==> src/rtl/gesture_pkg.sv <==
// Shared gesture-classifier types and sizes used by the FC layers and the argmax reader.
package gesture_pkg;

    localparam int unsigned N_CLASS = 5;
    localparam int unsigned DATA_W  = 8;

    typedef enum logic [2:0] {
        G_SWIPE_LEFT  = 3'd0,
        G_SWIPE_RIGHT = 3'd1,
        G_SWIPE_UP    = 3'd2,
        G_SWIPE_DOWN  = 3'd3,
        G_NONE        = 3'd4
    } gesture_e;

    typedef enum logic [1:0] {
        S_IDLE,
        S_READ,
        S_DRAIN,
        S_HOLD
    } state_t;

endpackage

==> src/rtl/argmax_tracker.sv <==
// Running best / runner-up tracker over a stream of signed logits.
// Exposes the post-update values so the caller can register a result on the last sample's edge.
module argmax_tracker #(
    parameter int unsigned DATA_W = 8,
    parameter int unsigned IDX_W  = 3
) (
    input  logic                     clk,
    input  logic                     reset,
    input  logic                     smp_valid,
    input  logic                     smp_first,
    input  logic [IDX_W-1:0]         smp_idx,
    input  logic signed [DATA_W-1:0] smp_data,
    output logic signed [DATA_W-1:0] best_c,
    output logic [IDX_W-1:0]         best_idx_c,
    output logic [DATA_W:0]          margin_c
);

    localparam logic signed [DATA_W-1:0] MIN_VAL = {1'b1, {(DATA_W-1){1'b0}}};

    logic signed [DATA_W-1:0] best_q, second_q, best_d, second_d;
    logic [IDX_W-1:0]         idx_q, idx_d;

    // Strict greater-than keeps the lowest index on ties and pulls second up to best.
    always_comb begin
        best_d   = best_q;
        second_d = second_q;
        idx_d    = idx_q;
        if (smp_valid) begin
            if (smp_first) begin
                best_d   = smp_data;
                idx_d    = '0;
                second_d = MIN_VAL;
            end else if (smp_data > best_q) begin
                second_d = best_q;
                best_d   = smp_data;
                idx_d    = smp_idx;
            end else if (smp_data > second_q) begin
                second_d = smp_data;
            end
        end
    end

    always_ff @(posedge clk) begin
        if (reset) begin
            best_q   <= '0;
            second_q <= '0;
            idx_q    <= '0;
        end else begin
            best_q   <= best_d;
            second_q <= second_d;
            idx_q    <= idx_d;
        end
    end

    assign best_c     = best_d;
    assign best_idx_c = idx_d;
    assign margin_c   = {best_d[DATA_W-1], best_d} - {second_d[DATA_W-1], second_d};

endmodule

==> src/rtl/fc2_argmax_reader.sv <==
// Reads the FC2 output logits over BRAM port B and reports argmax class, score and top-two margin
// on a valid/ready handshake.
module fc2_argmax_reader #(
    parameter int unsigned DATA_W  = gesture_pkg::DATA_W,
    parameter int unsigned N_CLASS = gesture_pkg::N_CLASS,
    parameter int unsigned RD_LAT  = 1
) (
    input  logic                       clk,
    input  logic                       reset,
    input  logic                       start,
    output logic                       busy,
    output logic                       bram_en,
    output logic [$clog2(N_CLASS)-1:0] bram_addr,
    input  logic [DATA_W-1:0]          bram_dout,
    output logic                       res_valid,
    input  logic                       res_ready,
    output logic [$clog2(N_CLASS)-1:0] res_class,
    output logic [DATA_W-1:0]          res_score,
    output logic [DATA_W:0]            res_margin
);
    import gesture_pkg::*;

    localparam int unsigned AW       = $clog2(N_CLASS);
    localparam logic [AW-1:0] LAST   = AW'(N_CLASS - 1);

    state_t state, state_d;

    logic          busy_d, en_d, valid_d, load_res;
    logic [AW-1:0] addr_d;

    logic          dl_vld [RD_LAT];
    logic [AW-1:0] dl_idx [RD_LAT];
    logic          smp_vld;
    logic [AW-1:0] smp_idx;

    logic signed [DATA_W-1:0] best_c;
    logic [AW-1:0]            best_idx_c;
    logic [DATA_W:0]          margin_c;

    assign smp_vld = dl_vld[RD_LAT-1];
    assign smp_idx = dl_idx[RD_LAT-1];

    argmax_tracker #(
        .DATA_W (DATA_W),
        .IDX_W  (AW)
    ) u_tracker (
        .clk        (clk),
        .reset      (reset),
        .smp_valid  (smp_vld),
        .smp_first  (smp_idx == '0),
        .smp_idx    (smp_idx),
        .smp_data   (bram_dout),
        .best_c     (best_c),
        .best_idx_c (best_idx_c),
        .margin_c   (margin_c)
    );

    always_ff @(posedge clk) begin
        if (reset) state <= S_IDLE;
        else       state <= state_d;
    end

    always_comb begin
        state_d  = state;
        busy_d   = busy;
        en_d     = 1'b0;
        addr_d   = bram_addr;
        valid_d  = res_valid;
        load_res = 1'b0;
        case (state)
            S_IDLE: begin
                addr_d = '0;
                if (start) begin
                    state_d = S_READ;
                    busy_d  = 1'b1;
                    en_d    = 1'b1;
                end
            end
            S_READ: begin
                if (bram_addr == LAST) begin
                    state_d = S_DRAIN;
                    addr_d  = '0;
                end else begin
                    en_d   = 1'b1;
                    addr_d = bram_addr + AW'(1);
                end
            end
            S_DRAIN: begin
                if (smp_vld && smp_idx == LAST) begin
                    state_d  = S_HOLD;
                    valid_d  = 1'b1;
                    load_res = 1'b1;
                end
            end
            S_HOLD: begin
                if (res_valid && res_ready) begin
                    state_d = S_IDLE;
                    valid_d = 1'b0;
                    busy_d  = 1'b0;
                end
            end
            default: state_d = S_IDLE;
        endcase
    end

    // Outputs, result registers and the read-return tracking line.
    always_ff @(posedge clk) begin
        if (reset) begin
            busy       <= 1'b0;
            bram_en    <= 1'b0;
            bram_addr  <= '0;
            res_valid  <= 1'b0;
            res_class  <= '0;
            res_score  <= '0;
            res_margin <= '0;
            for (int i = 0; i < int'(RD_LAT); i++) begin
                dl_vld[i] <= 1'b0;
                dl_idx[i] <= '0;
            end
        end else begin
            busy      <= busy_d;
            bram_en   <= en_d;
            bram_addr <= addr_d;
            res_valid <= valid_d;
            if (load_res) begin
                res_class  <= best_idx_c;
                res_score  <= best_c;
                res_margin <= margin_c;
            end
            dl_vld[0] <= bram_en;
            dl_idx[0] <= bram_addr;
            for (int i = 1; i < int'(RD_LAT); i++) begin
                dl_vld[i] <= dl_vld[i-1];
                dl_idx[i] <= dl_idx[i-1];
            end
        end
    end

endmodule

==> config.mk <==
export PLATFORM = sky130hd
export DESIGN_NAME = fc2_argmax_reader
export DESIGN_NICKNAME = d
export VERILOG_FILES = /design/src/rtl/gesture_pkg.sv /design/src/rtl/argmax_tracker.sv /design/src/rtl/fc2_argmax_reader.sv
export SDC_FILE = /design/constraint.sdc
export NUM_CORES = 1
export LEC_CHECK = 0
export CORE_UTILIZATION = 50
export DETAILED_ROUTE_END_ITERATION = 10
export GPL_TIMING_DRIVEN = 1
export HOLD_SLACK_MARGIN = 0.12
export PLACE_DENSITY = 0.72
export SKIP_LAST_GASP = 1
export SLEW_MARGIN = 20
export SYNTH_ARGS = -nofsm -noshare
export SYNTH_HDL_FRONTEND = slang
export SYNTH_SLANG_ARGS = --single-unit
==> constraint.sdc <==
create_clock -name clk -period 3.6 [get_ports clk]
set_clock_uncertainty 0.1 [all_clocks]
set_input_delay 0.72 -clock clk [delete_from_list [all_inputs] [get_ports clk]]
set_output_delay 0.72 -clock clk [all_outputs]
set_load 0.05 [all_outputs]
Run 1, where the registers sit:
Other sequential cells in the stronger gray, the rest of the logic in the fainter gray.
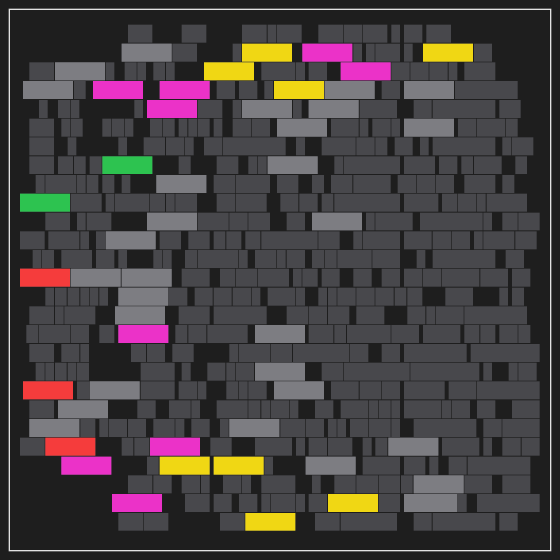
bram_addr -> red  # flops 3
res_score -> yellow  # flops 8
state -> green  # flops 2
res_margin -> magenta  # flops 9
not colored = 29
register share of the cell area: 23.6%
power in sequential cells: 0.000664 W

Run 1, cells colored by class:
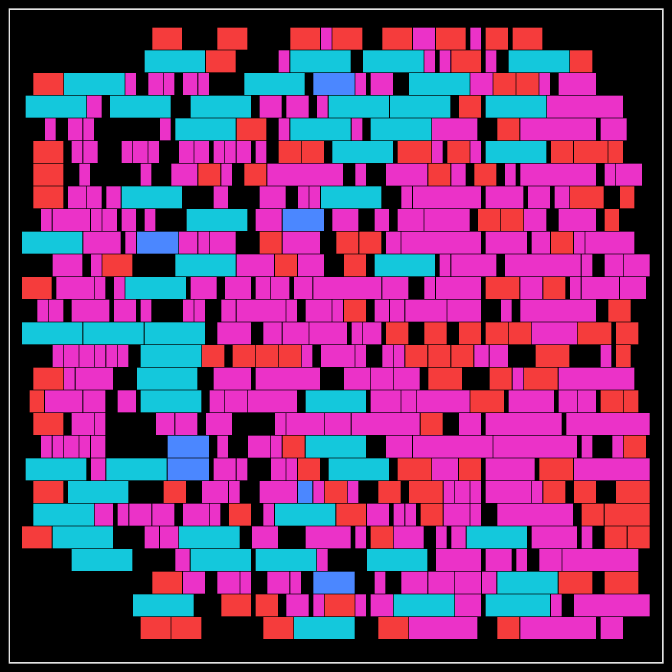
other buffers and delay cells -> red  # cells 108, share of their area 22%
all other logic -> magenta  # cells 272, share of their area 52%
flip-flops -> cyan  # cells 51, share of their area 24%
clock drivers and dummy loads -> blue  # cells 7, share of their area 2.1%
CORE AREA: 0.00554 mm2
utilization after layout: 78.3%
row count: 27
final cell area excluding filler cells: 0.00434 mm2

==> run notes, run 1 <==
run metrics: Root Buffer Master=clkbuf_8, Post-synth top flop=dfxtp_1, Inverters excl. clock=32, run status=finished, violations left, first-pass iteration count of the detailed router=4, number of nets in the finished design=481, stage delay of the slowest cell on the critical path=390 ps, number of instances resized during post-cts repair=54, worst reg2reg setup slack=40 ps, flop count=51, r2r worst-path depth=17, hold path endpoint=res_margin[2]$_SDFFE_PP0P_, filler instances=374, OpenROAD warnings=33, Mapped Cells=338, fraction of area in clock buffers and inverters=2.02%, violations in the final reports=negative setup slack, cell taking the most area after synthesis=dfxtp_1, Yosys Instances=338, area of the chip=0.00612 mm2, met3 demand-to-capacity share in global routing=4.65%, worst setup margin=-15.6 ps, antenna-violating nets left=0, main combinational cell family by area after synthesis=AND-OR/OR-AND gates, final setup violating endpoints=2
Run 1, clock routing:
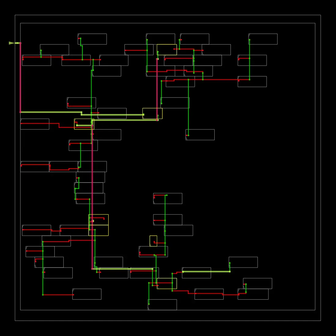
clock insertion delay at the later pin of the skew report: 310 ps
number of sinks driven by the clock tree: 51
Clk power: 0.000335 W
number of clock buffer instances in the layout: 6

[run 1: through the flow]
| step | util, % | setup WS [ps] |
|---|---|---|
| detailed placement | 67.2 | -802 |
| finish | 78.3 | -15.6 |
| global placement | 67.2 | -744 |
| floorplan | - | -179 |
| global route | 78.3 | -95.4 |
| CTS | 74.7 | -92.1 |
[run 1: flip-flops by register name, indices dropped and copies added, names as in the netlist]
| signal | cells |
|---|---|
| u_tracker.idx_q | 3 |
| bram_addr | 3 |
| bram_en | 1 |
| res_margin | 9 |
| res_class | 3 |
| dl_vld | 1 |
| res_valid | 1 |
| dl_idx | 3 |
| busy | 1 |
| u_tracker.best_q | 8 |
| res_score | 8 |
| u_tracker.second_q | 8 |
| state | 2 |
Run 1, gate-type map:
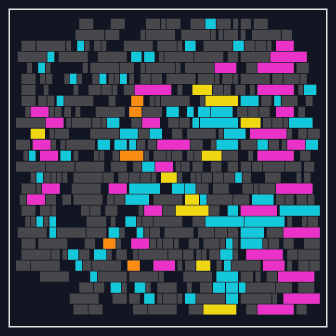

--- run 2 (diff from run 1) ---
Settings changed: CORE_MARGIN from default to 3.
Run 2, gate-type map:
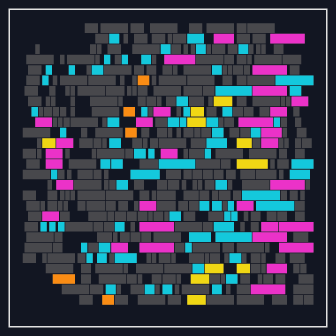
XOR/XNOR gates -> orange  # cells 5
adder and majority cells -> magenta  # cells 31
multiplexers -> yellow  # cells 10
inverting AOI/OAI gates -> cyan  # cells 71, where spread over the die
final non-filler cell total: 521
most common library cell in the layout ignoring fill and taps: buf_4
combinational share of cell area: 46.9%

==> run 2 against run 1 <==
  * The flow still finishes with violations (negative setup slack)
  * Sequential share of layout area down 0.38 points
  * Global-route usage is 0.27 points lower
  * Setup slack worse by 80 ps
  * First-iteration DRC count is 110% higher
  * Largest cell class unchanged
==> run notes, run 2 <==
run metrics: run status=finished, violations left, violations in the final reports=negative setup slack, power in sequential cells=0.000663 W, stage delay of the slowest cell on the critical path=270 ps, antenna violations before repair=0, worst hold path stage count=2, number of nets in the finished design=491, OpenROAD warnings=33, global routing usage on met2=47.1%, final setup violating endpoints=4, # Max-Cap Violations=0, Worst setup startpoint=bram_dout[5], utilization after layout=79.0%, antenna-violating nets left=0, met3 demand-to-capacity share in global routing=4.56%, Post-synth top flop=dfxtp_1, Root Buffer Master=clkbuf_8, worst setup margin=-95.2 ps, clock transition time at the flip-flop clock pins of the worst setup and hold paths=90 ps, PwrDens=514 mW/mm2, Largest register FFs=9, worst reg2reg setup slack=0 ps, Mapped Cells=338, number of instances resized during post-cts repair=72, placement-stage worst setup slack=-911 ps, Yosys Instances=338, first-pass iteration count of the detailed router=6, worst hold margin=367 ps, filler instances=381, hold path endpoint=res_margin[3]$_SDFFE_PP0P_, top register by number of flip-flops=res_margin, number of global-route vias before repair=2941, r2r worst-path depth=17, cell taking the most area after synthesis=dfxtp_1, row count=27, CORE AREA=0.00557 mm2, Clk power=0.000361 W
Run 2, routed clock nets over the placement:
The bar under the picture is 20 um long.
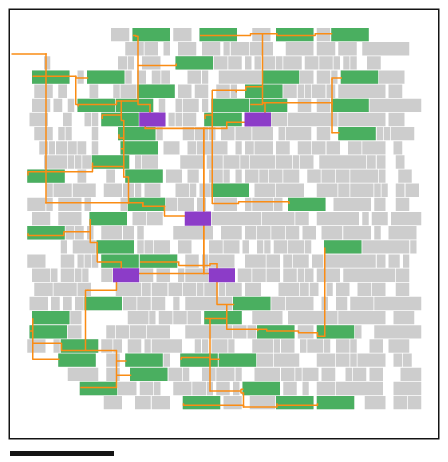
cells driving clock nets -> purple  # count 5
flip-flops -> green  # count 51
clock wires -> orange  # length 603 um
routed clock nets = 6
clock share of power: 16.0%
clock insertion delay at the later pin of the skew report: 300 ps

-- run 2: layout make-up --
type / instances / share of cell area, %
timing repair buffer: 118 / 22.8
sequential: 51 / 23.2
tap: 72 / 2.04
clock buffer: 8 / 2.27
inverter: 32 / 2.73
multi-input combinational: 240 / 46.9
-- run 2: worst register-to-register path: cells and delay by family, from the launching register on --
family	cells	cell delay [ps]
buf+inv	3	390
flops	1	370
mux	1	210
fa+ha+maj	3	840
simple gates	4	480
xor+xnor	1	130
compound gates	5	1010
-- run 2: cell families (layout without fill, tap and decap cells) --
kind of cell    count (synthesis)  in the layout  share of synthesized area, %
compound gates                 86             86                          22.7
fa+ha+maj                      31             31                          13.6
flops                          51             51                          35.1
buf+inv                        47            158                          6.16
xor+xnor                        5              5                          1.51
simple gates                  108            108                          17.4
mux                            10             10                          3.49
No activity file was given, so power comes from the tool's default toggle rates.
